Where the registers sit:
The bar under the picture is 50 um long.
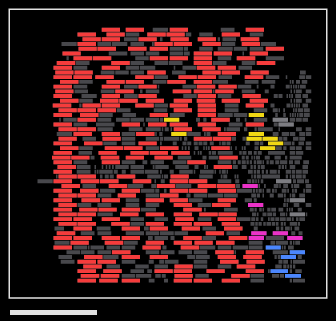
Ports around the boundary:
The bar under the picture is 50 um long. Pins as bars across the die edge, other pins in gray.
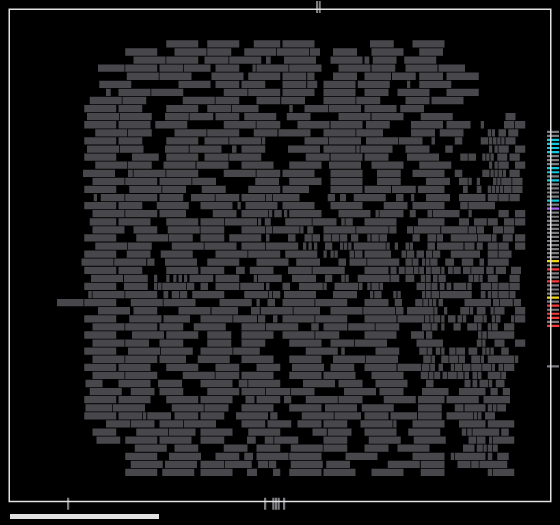
Metal 1:
The bar under the picture is 50 um long.
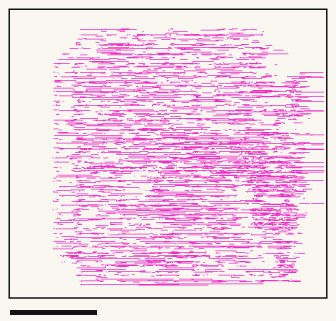
A small window of the routed layout:
The bar under the picture is 20 um long. Region (66, 91) to (116, 141) um. Cells in gray, sequential cells in the stronger gray; small squares are vias.
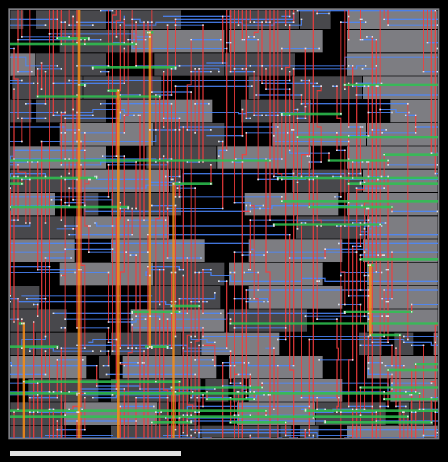
==> config.mk <==
export PLATFORM = sky130hd
export DESIGN_NAME = str_byte_buf
export DESIGN_NICKNAME = d
export VERILOG_FILES = /design/src/rtl/str_byte_buf.sv
export SDC_FILE = /design/constraint.sdc
export NUM_CORES = 1
export LEC_CHECK = 0
export CORE_ASPECT_RATIO = 0.9
export CORE_MARGIN = 8
export CORE_UTILIZATION = 55
export DETAILED_ROUTE_END_ITERATION = 7
export PLACE_DENSITY = 0.72
export SYNTH_ARGS = -nofsm -noshare
export SYNTH_HDL_FRONTEND = slang
export SYNTH_SLANG_ARGS = --single-unit
==> constraint.sdc <==
create_clock -name clk -period 3.9 [get_ports clk]
set_input_delay 0.39 -clock clk [delete_from_list [all_inputs] [get_ports clk]]
set_output_delay 0.39 -clock clk [all_outputs]
set_load 0.05 [all_outputs]
==> results.cfg <==
; implementation run metrics
[status]
status = finished, final reports clean

[cells_and_area]
syn_to_final_growth_pct = 16.4
largest_reg_flops = 256
final_util_pct = 65.2
lay_top_count = edfxtp_1
instances_no_fill = 1171
fill_cells = 1566
fin_area_um2 = 15800
layout_top_cells = 256 x edfxtp_1, 160 x mux4_2, 60 x buf_4, 50 x clkdlybuf4s50_1
nets = 875
diodes = 0
drive_gt1_share_pct = 33.3
final-comb-area_um2 = 4920

[placement]
place_ws_ps = 382
place_area_um2 = 14700
gp_congestion = 0.944
dp_hpwl_um = 23300
place_inst = 1115

[synthesis]
synth_flops = 280
top_area_cell = edfxtp_1
synth_cells = 742
ys_chip_area_um2 = 13600
area_leaders = edfxtp_1 57%, mux4_2 27%, dfrtp_1 4.4%
netlist_area_um2 = 13600
xor_share_pct = 0.451
yosysWarnings = 0
async_flop_share_pct = 8.57
syn-num-nets = 778
postSynthAreaPerCell_um2 = 18.3
synth_dominant_cell_count = edfxtp_1
mux_area_share_pct = 26.7
fa_ha_area_share_pct = 0.645
yosys-top-cells-count = 256 x edfxtp_1, 160 x mux4_2, 44 x nand2_1, 44 x nor2_1
ys_sh_aoi_pct = 3.90
yosys_cells = 742
edf_count = 256
top_cell_area_share_pct = 56.6
flop_cell = edfxtp_1
synth.distinct_cells = 54
simple_gate_share_pct = 4.56
ys_top_logic_family = multiplexers
ys_seq_share_pct = 61.0

[grt]
grt-ovfl-total = 0
grt_pass1_wl_um = 53300
grt_pass1_vias = 8139
use_met3_pct = 5.75
use_met2_pct = 38.7
antenna_found_initial = 0
busiest_layer = met2
grtUsageTotal_pct = 24.0
grt_start_max_net_pins = 69

[drt]
drt_iter0_markers = 1039
wl_per_cell_um = 30.1
wl_met2_um = 16800
drc_errors = 0
wl_met1_um = 13800
highest_layer = met4
met3_length_um = 3680
vias_per_cell = 6.90
ant_nets = 0
vias = 8083
first_pass_iters = 5

[power]
p_int_mw = 6.33
p_clk_share_pct = 33.1
powerDensity_nw_per_um2 = 575
switching_share_pct = 30.4
p_sw_mw = 2.77
ir_drop_uv = 364
p_leak_nw = 5.27
p_comb_share_pct = 28.7
seq_power_share_pct = 38.2
p_total_mw = 9.10

[sta]
grt_setup_unrepaired = no
finalSetupViolations = 0
fin_tns_setup_ps = 0
finalCritPeriodShare_pct = 98.1
tightestPinTransition_ps = 1080
min_period_ps = 3830
max_freq_mhz = 261
hold_slack_ps = 304
slew_headroom_pct = 28.1
hold_viol_final = 0
fin_ws_ps = 72.6
slew_viol_final = 0
skew_ps = 22.2

[worst_setup_path]
path_max_fanout = 24
end_kind = output pin
r2r_setup_slack_ps = 490
cp-start-kind = register
required_ps = 3510
critPathKind = reg2out
cp.arrival_ps = 3440
r2r_cells = 7

[floorplanning]
core_area_um2 = 24300
die_area_um2 = 30000
rows = 54
initCoreUtil_pct = 56.0
io_pins = 58

[cts]
root_buffer = clkbuf_16
cts_buffer_depth = 3
numCtsBuffers = 30
cts_tree = yes
h-tree-depth = 1
cts.sinks = 280
path_clk_slew_ps = 60
clkLatencyLatePin_ps = 560

[hold_path]
hold_path_class = in2async

[flow_run]
maxCapViolations = 0
tool_warnings = 27
Back to the opening pictures, 'where the registers sit':
| netlist name | color | sequential cells |
|---|---|---|
| rsp_data | yellow | 8 |
| len | magenta | 6 |
| r_buf | red | 256 |
| r_rd_ptr | blue | 5 |
not colored: 5
sequential power: 3.47 mW
Register Area: 8290 um2

Back to the opening pictures, 'ports around the boundary':
| port | color | pins | direction | edge |
|---|---|---|---|---|
| in_ready | purple | 1 | output | right |
| cmd_op | yellow | 2 | input | right |
| in_data | cyan | 8 | input | right |
| len | red | 6 | output | right |
all pins by edge: 50 right, 6 bottom, 2 top
number of I/O port buffers: 57
die height: 165 um
Die X: 182 um

Back to the opening pictures, 'metal 1':
wire length on this layer: 13,800 um
nets with wire on the layer: 821
Post-Route WL: 35,300 um
grt met1 use: 32.7%

Back to the opening pictures, 'a small window of the routed layout':
| layer | color |
|---|---|
| M2 | red |
| M4 | orange |
| M1 | blue |
| M3 | green |
sequential cells in the window: 41
most frequent: edfxtp_1 (39), mux4_2 (28), inv_1 (7)
cells with their middle in the window: 91

cell type report:
cell class	instances	area share [%]
flip-flops and latches	280	52.4
multi-input cells	383	31.1
repair buffers	117	6.65
clock buffers	34	4.90
well taps	308	2.44
clock inverters	22	1.81
inverters	27	0.641
power groups by stage:
stage	Clock [mW]	Combinational, mW	Sequential (mW)
after floorplan	0	1.76	3.59
after global placement	0	2.52	3.53
after detailed placement	0	2.58	3.53
after CTS	3.04	2.60	3.47
after global routing	3.17	2.75	3.48
final	3.01	2.61	3.47
worst max-delay path, stage by stage (launching register included):
cell and delay (ps):
dfrtp_4 430, buf_6 320, mux4_2 580, mux4_2 530, a22o_1 280, clkdlybuf4s50_1 720
timing repair:
item,in CTS,in global routing
resized,1,2
hold buffers,0,0
cloned,0,0
buffers inserted,0,0
endpoints found under the setup margin,3,2
No activity file was given, so power comes from the tool's default toggle rates.
